[config.mk]
export PLATFORM = sky130hd
export DESIGN_NAME = regfile_param_flat
export DESIGN_NICKNAME = d
export VERILOG_FILES = /design/src/rtl/regfile_pkg.sv /design/src/rtl/regfile_if.sv /design/src/rtl/regfile_init_ctrl.sv /design/src/rtl/regfile_param.sv /design/src/flat_wrapper.sv
export SDC_FILE = /design/constraint.sdc
export NUM_CORES = 2
export LEC_CHECK = 0
export ABC_CLOCK_PERIOD_IN_PS = 18200
export CORE_MARGIN = 1.5
export CORE_UTILIZATION = 40
export CTS_BUF_LIST = sky130_fd_sc_hd__clkbuf_2 sky130_fd_sc_hd__clkbuf_4 sky130_fd_sc_hd__clkbuf_8
export DETAILED_ROUTE_END_ITERATION = 16
export GPL_ROUTABILITY_DRIVEN = 0
export GPL_TIMING_DRIVEN = 0
export HOLD_SLACK_MARGIN = 0.15
export SETUP_SLACK_MARGIN = 0.4
export SLEW_MARGIN = 25
export SYNTH_ARGS = -nofsm -noshare
export SYNTH_HDL_FRONTEND = slang
export SYNTH_SLANG_ARGS = --single-unit
[constraint.sdc]
create_clock -name clk -period 18.2 [get_ports clk]
set_clock_uncertainty 0.05 [all_clocks]
set_input_delay 3.64 -clock clk [delete_from_list [all_inputs] [get_ports clk]]
set_output_delay 3.64 -clock clk [all_outputs]
set_load 0.005 [all_outputs]
[src/rtl/regfile_pkg.sv]
// Shared constants and FSM state type for the parameterised register file.
// Optional write-through forwarding is enabled with macro REGFILE_BYPASS_EN.
package regfile_pkg;

    localparam int RF_DATA_W_DEF = 64;
    localparam int RF_ADDR_W_DEF = 5;
    localparam int RF_N_RD_DEF   = 2;

    typedef enum logic {
        RF_INIT  = 1'b0,
        RF_READY = 1'b1
    } rf_state_t;

endpackage

[src/rtl/regfile_if.sv]
// Write/read bus of the register file; master drives addresses and write data.
interface regfile_if
    import regfile_pkg::*;
#(
    parameter int DATA_W = RF_DATA_W_DEF,
    parameter int ADDR_W = RF_ADDR_W_DEF,
    parameter int N_RD   = RF_N_RD_DEF
);
    logic                         we3;
    logic [ADDR_W-1:0]            wa3;
    logic [DATA_W-1:0]            wd3;
    logic [N_RD-1:0][ADDR_W-1:0]  ra;
    logic [N_RD-1:0][DATA_W-1:0]  rd;
    logic                         busy;

    modport master (
        output we3, wa3, wd3, ra,
        input  rd, busy
    );

    modport slave (
        input  we3, wa3, wd3, ra,
        output rd, busy
    );
endinterface

[src/rtl/regfile_init_ctrl.sv]
// Post-reset init walk: writes reg[n] = n for n = 0..DEPTH-2, holding busy high meanwhile.
module regfile_init_ctrl
    import regfile_pkg::*;
#(
    parameter int ADDR_W = RF_ADDR_W_DEF
) (
    input  logic              clk,
    input  logic              reset,
    output logic              o_busy,
    output logic              o_init_we,
    output logic [ADDR_W-1:0] o_init_addr
);
    localparam int DEPTH = 2 ** ADDR_W;
    localparam logic [ADDR_W-1:0] LAST_ADDR = ADDR_W'(DEPTH - 2);

    rf_state_t         r_state;
    logic              r_busy;
    logic [ADDR_W-1:0] r_cnt;

    always_ff @(posedge clk) begin
        if (!reset) begin
            r_state <= RF_INIT;
            r_busy  <= 1'b1;
            r_cnt   <= '0;
        end else begin
            case (r_state)
                RF_INIT: begin
                    // The edge that writes the last storage slot also ends the walk.
                    if (r_cnt == LAST_ADDR) begin
                        r_state <= RF_READY;
                        r_busy  <= 1'b0;
                    end
                    r_cnt <= r_cnt + 1'b1;
                end
                default: begin
                    r_state <= RF_READY;
                    r_busy  <= 1'b0;
                end
            endcase
        end
    end

    assign o_busy      = r_busy;
    assign o_init_we   = r_busy;
    assign o_init_addr = r_cnt;
endmodule

[src/rtl/regfile_param.sv]
// Multi-read, single-write register file with a hard-wired zero register at DEPTH-1.
// Define REGFILE_BYPASS_EN to forward same-cycle write data to matching read ports.
module regfile_param
    import regfile_pkg::*;
#(
    parameter int DATA_W = RF_DATA_W_DEF,
    parameter int ADDR_W = RF_ADDR_W_DEF,
    parameter int N_RD   = RF_N_RD_DEF
) (
    input logic       clk,
    input logic       reset,
    regfile_if.slave  bus
);
    localparam int DEPTH = 2 ** ADDR_W;
    localparam logic [ADDR_W-1:0] ZERO_ADDR = ADDR_W'(DEPTH - 1);

    logic                        w_busy;
    logic                        w_init_we;
    logic [ADDR_W-1:0]           w_init_addr;
    logic                        w_user_we;
    logic [DATA_W-1:0]           r_mem [DEPTH-1];
    logic [N_RD-1:0][DATA_W-1:0] w_rd;

    function automatic logic [DATA_W-1:0] zext_addr(input logic [ADDR_W-1:0] a);
        return DATA_W'(a);
    endfunction

    regfile_init_ctrl #(
        .ADDR_W(ADDR_W)
    ) u_init_ctrl (
        .clk         (clk),
        .reset       (reset),
        .o_busy      (w_busy),
        .o_init_we   (w_init_we),
        .o_init_addr (w_init_addr)
    );

    assign w_user_we = bus.we3 && !w_busy && (bus.wa3 != ZERO_ADDR);

    // Storage carries no reset; contents become defined only through the init walk.
    always_ff @(posedge clk) begin
        if (reset) begin
            if (w_init_we) begin
                r_mem[w_init_addr] <= zext_addr(w_init_addr);
            end else if (w_user_we) begin
                r_mem[bus.wa3] <= bus.wd3;
            end
        end
    end

    // Busy masking and the zero register override any forwarding.
    always_comb begin
        w_rd = '0;
        for (int p = 0; p < N_RD; p++) begin
            if (w_busy || bus.ra[p] == ZERO_ADDR) begin
                w_rd[p] = '0;
`ifdef REGFILE_BYPASS_EN
            end else if (w_user_we && bus.wa3 == bus.ra[p]) begin
                w_rd[p] = bus.wd3;
`endif
            end else begin
                w_rd[p] = r_mem[bus.ra[p]];
            end
        end
    end

    assign bus.rd   = w_rd;
    assign bus.busy = w_busy;
endmodule

[src/flat_wrapper.sv]
// flat-port wrapper written by rule: the top's interface ports become plain ports
module regfile_param_flat import regfile_pkg::*;
#(
    parameter int DATA_W = RF_DATA_W_DEF,
    parameter int ADDR_W = RF_ADDR_W_DEF,
    parameter int N_RD   = RF_N_RD_DEF
)
  (clk, reset, bus_we3, bus_wa3, bus_wd3, bus_ra, bus_rd, bus_busy);
  regfile_if #(.DATA_W(DATA_W), .ADDR_W(ADDR_W), .N_RD(N_RD)) bus_i ();
  input logic clk;
  input logic reset;
  input wire logic [$bits(bus_i.we3)-1:0] bus_we3;
  input wire logic [$bits(bus_i.wa3)-1:0] bus_wa3;
  input wire logic [$bits(bus_i.wd3)-1:0] bus_wd3;
  input wire logic [$bits(bus_i.ra)-1:0] bus_ra;
  output wire logic [$bits(bus_i.rd)-1:0] bus_rd;
  output wire logic [$bits(bus_i.busy)-1:0] bus_busy;
  assign bus_i.we3 = bus_we3;
  assign bus_i.wa3 = bus_wa3;
  assign bus_i.wd3 = bus_wd3;
  assign bus_i.ra = bus_ra;
  assign bus_rd = bus_i.rd;
  assign bus_busy = bus_i.busy;
  regfile_param #(.DATA_W(DATA_W), .ADDR_W(ADDR_W), .N_RD(N_RD)) u_core (.clk(clk), .reset(reset), .bus(bus_i));
endmodule
congestion_map.png
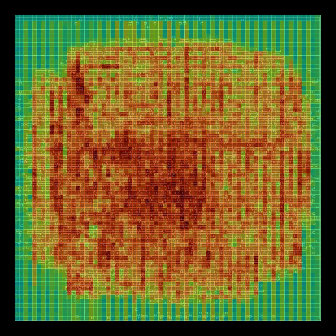
GR peak layer: met2
total track usage: 32.5%
met1 Use GR: 42.1%

layers.png
Only two layers are drawn.
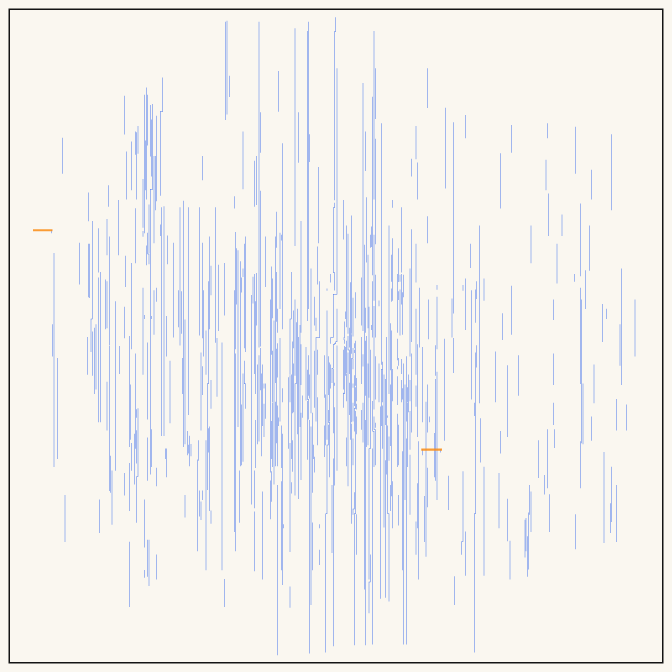
[M5] orange | wire length: 26.7 um
[M4] blue | wire length: 25.1 mm
drt wl/cell: 43.2 um
aggregate routed wire length: 388000 um
via count: 62000

==> impl_metrics.py <==
# Flow results
metrics = {
    "run_status": {
        "run_status": "completed",
    },
    "finish": {
        "drive_gt1_share_pct": 35.2,
        "seq_share_pct": 54.2,
        "areaGrowthSynthToFinish_pct": 18.5,
        "fillerInstances": 19100,
        "clkCellAreaFrac_pct": 5.97,
        "seq_cells": 1991,
        "non_clock_inverter_count": 9,
        "final_layout_top_logic_cell": "edfxtp_1",
        "final_core_utilization_pct": 47.8,
        "regMostFlops": "u_core.r_mem",
        "comb_area_share_pct": 28.5,
        "diodes": 20,
    },
    "cts": {
        "clkLatencyLatePin_ps": 1070,
        "htree_levels": 5,
        "cts.clk_slew.worst_paths_ps": 60,
        "cts_max_path_buffers": 4,
        "cts_tree": "built",
        "postCtsResizedCells": 0,
    },
    "synth": {
        "ys_sh_adder_pct": 0.0269,
        "ys_cells": 4906,
        "logic_family": "multiplexers",
        "common_cells": "1984 x edfxtp_1, 816 x mux4_2, 416 x mux2i_1",
        "syn-mean-instance-area_um2": 19.0,
        "muxShareOfSynthArea_pct": 25.6,
        "synthXorXnorAreaFrac_pct": 0.0377,
        "ys_types": 58,
        "compound_area_share_pct": 5.53,
        "synth-edff-count": 1984,
        "synth_top_cell_by_area": "edfxtp_1",
        "yosys.area_share.simple_pct": 2.23,
    },
    "worst_setup_path": {
        "crit_end": "bus_rd[125]",
        "critPathMaxFanout": 10,
        "cpMaxStageDelayCell": "clkbuf_1",
        "path_cells": "clkdlybuf4s50_1, buf_4, buf_4, buf_4, clkbuf_1, a211oi_1, o31ai_1, clkdlybuf4s50_1",
        "path_buffers": 6,
        "r2r-end": "u_core.r_mem[16][36]",
        "rr_startpoint": "u_core.u_init_ctrl.o_busy",
        "worstPathArrival_ps": 8790,
        "cp_data_required_time_ps": 14510,
        "path_depth": 8,
    },
    "place": {
        "portBuffers": 202,
        "place_area_um2": 103000,
    },
    "global_route": {
        "grt_max_degree": 32,
        "grtUsageMet2_pct": 48.4,
        "grt_pass1_wl_um": 513000,
    },
    "detailed_routing": {
        "firstDrtPassIters": 6,
        "avgViaCountPerCell": 6.90,
        "routed.top_layer": "met5",
        "ant_nets": 0,
        "drtIter0Drc": 11200,
        "dr_wl_met2_um": 171000,
    },
    "power_and_ir_drop": {
        "comb_power_share_pct": 8.5,
        "totalPowerFinal_mw": 9.97,
        "p_int_mw": 7.51,
        "p_clk_share_pct": 41.1,
        "swShare_pct": 24.7,
        "p_seq_mw": 5.02,
        "p_leak_nw": 35.1,
        "ir_drop_mv": 0.0544,
        "pwr-share-seq_pct": 50.4,
        "comb-power_mw": 0.849,
        "power_density_nw_per_um2": 90.5,
    },
    "floorplanning": {
        "tap_cells": 3026,
        "die_area_um2": 235000,
        "pin_count": 211,
        "num_rows": 176,
        "fp.coreArea_um2": 231000,
    },
    "sta": {
        "finalClockPeriodUsage_pct": 68.6,
        "worst_pin_slew_ps": 1300,
        "tns_ps": 0,
        "relSlewSlack_pct": 13.6,
        "setup_viol_count_final": 0,
        "setup_slack_ps": 5720,
        "fin_crit_ps": 12480,
    },
    "hold_path": {
        "hold_depth": 2,
        "hold_path_class": "reg2reg",
        "min_delay_worst_endpoint": "u_core.u_init_ctrl.o_init_addr[0]",
    },
    "run": {
        "cap_violations": 0,
    },
}
m3.png
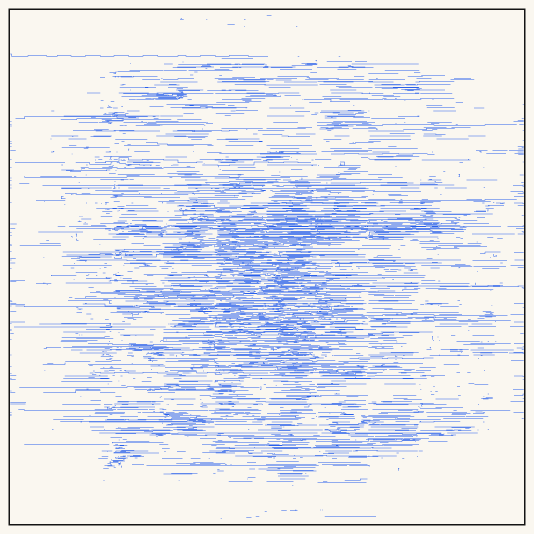
main direction: horizontal
longest straight run: 202 um
share of all routed wire: 14%
wire length on this layer: 55.2 mm
nets with wire on the layer: 1228
met3 Use GR: 10.6%

No activity file was given, so power comes from the tool's default toggle rates.
